==> images/sizing.png <==
Drawn at 4 px/um.
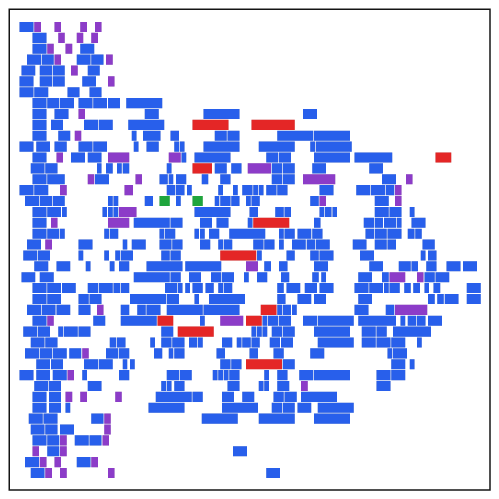
==> images/layers.png <==
Drawn at 4 px/um. Two of the layers only.
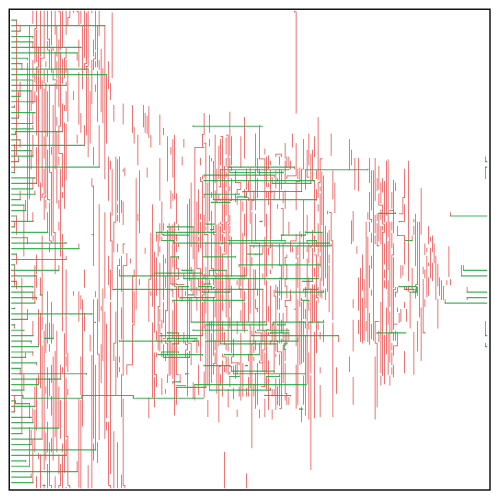
==> images/pinout.png <==
Drawn at 4 px/um. Pins as bars across the die edge, other pins in grey.
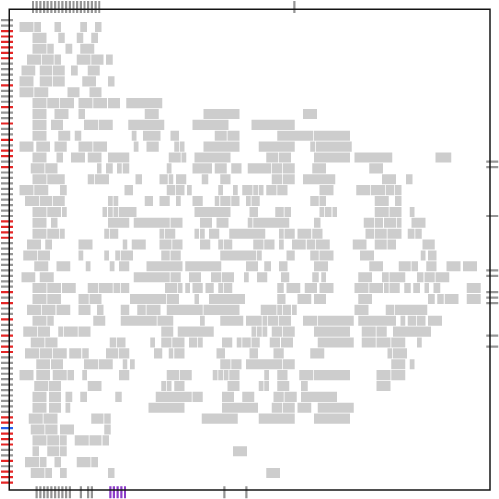
==> images/placed.png <==
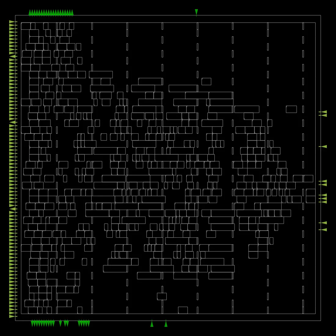
==> images/port_trees.png <==
Drawn at 2 px/um.
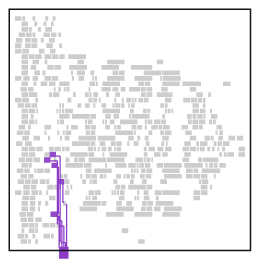
Design reg_scoreboard, sky130hd; sources not shown.
==> results.json <==
{
  "placed_cells": 671,
  "setup_viol": 0,
  "synth.net_count": 462,
  "combPwrFrac_pct": 42.2,
  "tapCellCount": 176,
  "switching_share_pct": 40.6,
  "cellInternalPower_w": 0.000680,
  "slew_headroom_pct": 26.9,
  "endpoint_kind": "primary output",
  "nFillCells": 1375,
  "final-nonclk-buf-share_pct": 27.2,
  "r2r_slack_ns": 2.64,
  "finalCritPeriodShare_pct": 96.6,
  "cpMaxStageDelayCell": "clkdlybuf4s50_1",
  "highest_layer": "met4",
  "clock_cell_area_share_pct": 3.64,
  "grt_use_met2_pct": 34.3,
  "numCtsBuffers": 5,
  "clock_skew_ns": 0.00755,
  "fin_nets": 599,
  "ff_latch_area_um2": 826,
  "powerComb_w": 0.000483,
  "ys_seq_share_pct": 25.6,
  "hp-class": "flop to flop",
  "cpPeakStageDelay_ns": 0.55,
  "r2r_cells": 8,
  "dr_wl_met3_um": 1550,
  "leakagePower_nw": 1.92,
  "cap_violations": 0,
  "flop_cell": "dfrtp_1",
  "async_flop_share_pct": 100,
  "dr_wl_met2_um": 6950,
  "arrival_ns": 4.29,
  "htree_num_levels": 2,
  "place_hpwl_um": 11500,
  "nMultiInputCombCells": 292,
  "whs_path_depth": 2,
  "rsz0062_at_grt": "false",
  "num-nonclk-inverters": 2,
  "grt_max_degree": 37,
  "synth.logic.top_family": "AND-OR/OR-AND gates",
  "initial_core_util_pct": 24.4,
  "comb_area_share_pct": 47.0,
  "cts.path.max_buffers": 2,
  "largest_reg_flops": 31,
  "path_cells": "clkdlybuf4s50_1, clkbuf_2, mux2i_1, o22ai_1, or4_1, a221o_1, clkbuf_1, a221o_1, clkbuf_2",
  "cp-start-kind": "input port",
  "path_depth": 9,
  "simple_gate_area_share_pct": 19.6,
  "mux_area_share_pct": 16.0,
  "common_cells": "38 x a22o_1, 38 x mux2i_1, 35 x nand2_1",
  "critical_path_required_ns": 4.48,
  "final_cell_mix": "89 x clkdlybuf4s50_1, 41 x clkbuf_2, 38 x mux2i_1, 38 x a22o_1, 35 x nand2_1",
  "place_area_um2": 4760,
  "yosysTopAreaCell": "dfrtp_1",
  "p_seq_w": 0.000337,
  "wl_met1_um": 5400,
  "tool_warnings": 26,
  "syn_avg_cell_area_um2": 8.82,
  "use_met1_pct": 24.2,
  "ff_count": 33,
  "track_usage_pct": 19.8,
  "netlist_instances": 365,
  "holdWs_ns": 0.547,
  "finalSetupTns_ns": 0,
  "ir_drop_uv": 107,
  "crit_fanout": 10,
  "path_delay_family": "buffers and inverters",
  "drtPass1Iterations": 6,
  "ys_sh_aoi_pct": 32.3,
  "power_density_nw_per_um2": 241,
  "grt.overflow.total": 0,
  "top_cell_area_share_pct": 25.6,
  "dr.first_iter.drc_count": 432,
  "diodes": 0,
  "final_layout_size_suffix_gt1_share_pct": 13.9,
  "powerClk_w": 0.000325,
  "largestPowerGroup": "combinational cells",
  "synth_cell_types": 44,
  "top_usage_layer": "met2",
  "syn_area_um2": 3220,
  "use_met3_pct": 5.23,
  "cts.sinks": 33,
  "nClkBuffers": 7,
  "largest_class": "multi-input combinational cells",
  "dieArea_um2": 14400,
  "clock_latency_ns": 0.28,
  "status": "complete, no violations",
  "path_buffers": 4,
  "period_minus_slack_ns": 5.41,
  "fmax_ghz": 0.185,
  "grt_pass1_vias": 3946,
  "tightest_slew_ns": 1.09,
  "p_clk_share_pct": 28.4,
  "vias_per_cell": 5.78,
  "edf_count": 0,
  "root_buffer": "clkbuf_16",
  "yosys-top-cells-area": "dfrtp_1 26%, mux2i_1 12%, a22o_1 10%",
  "gp_congestion": 0.913,
  "place_ws_ns": -0.816,
  "finalCoreUtilization_pct": 36.0,
  "report.final.slew_viol_count": 0,
  "drcViolationCount": 0,
  "core.rowCount": 42,
  "seq_power_share_pct": 29.5,
  "power_switching_w": 0.000466,
  "clk_pin_slew_ns": 0.05,
  "ys_cells": 365,
  "yosysWarnings": 0
}
Back to the opening pictures, sizing.png:
Key: x2 = purple [cells 57, most used clkbuf_2]; x6 and larger = red [cells 11, most used clkbuf_16]; x3 and x4 = green [cells 2, most used buf_4]; x1 and smaller = blue [cells 433, most used clkdlybuf4s50_1]
Final Worst Setup Slack: 0.188 ns
final instance area: 4750 um^2
area grow syn2layout: 47.4%
nonclk buf count: 168

Back to the opening pictures, layers.png:
Key: M2 = red [wire length 6950 um]; M3 = green [wire length 1550 um]
Routed wire per std cell: 20.9 um
Vias: 3926
Detailed Route WL: 14200 um

Back to the opening pictures, pinout.png:
Key: id_long = blue [pins 1, direction input, edge left]; lu_data = red [pins 32, direction input, edge left]; writeReg = purple [pins 5, direction output, edge bottom]
DIE WIDTH: 120 um
Port Buffer Count: 128
chip height: 120 um

Back to the opening pictures, placed.png:
flop share of the area: 17.4%
Core ar.: 13200 um^2
Non-Filler Instances: 679

Back to the opening pictures, port_trees.png:
Key: writeReg = purple [bits 5, direction output, edge bottom, end cells 5, buffers 5, wire 192 um]
io pins: 136

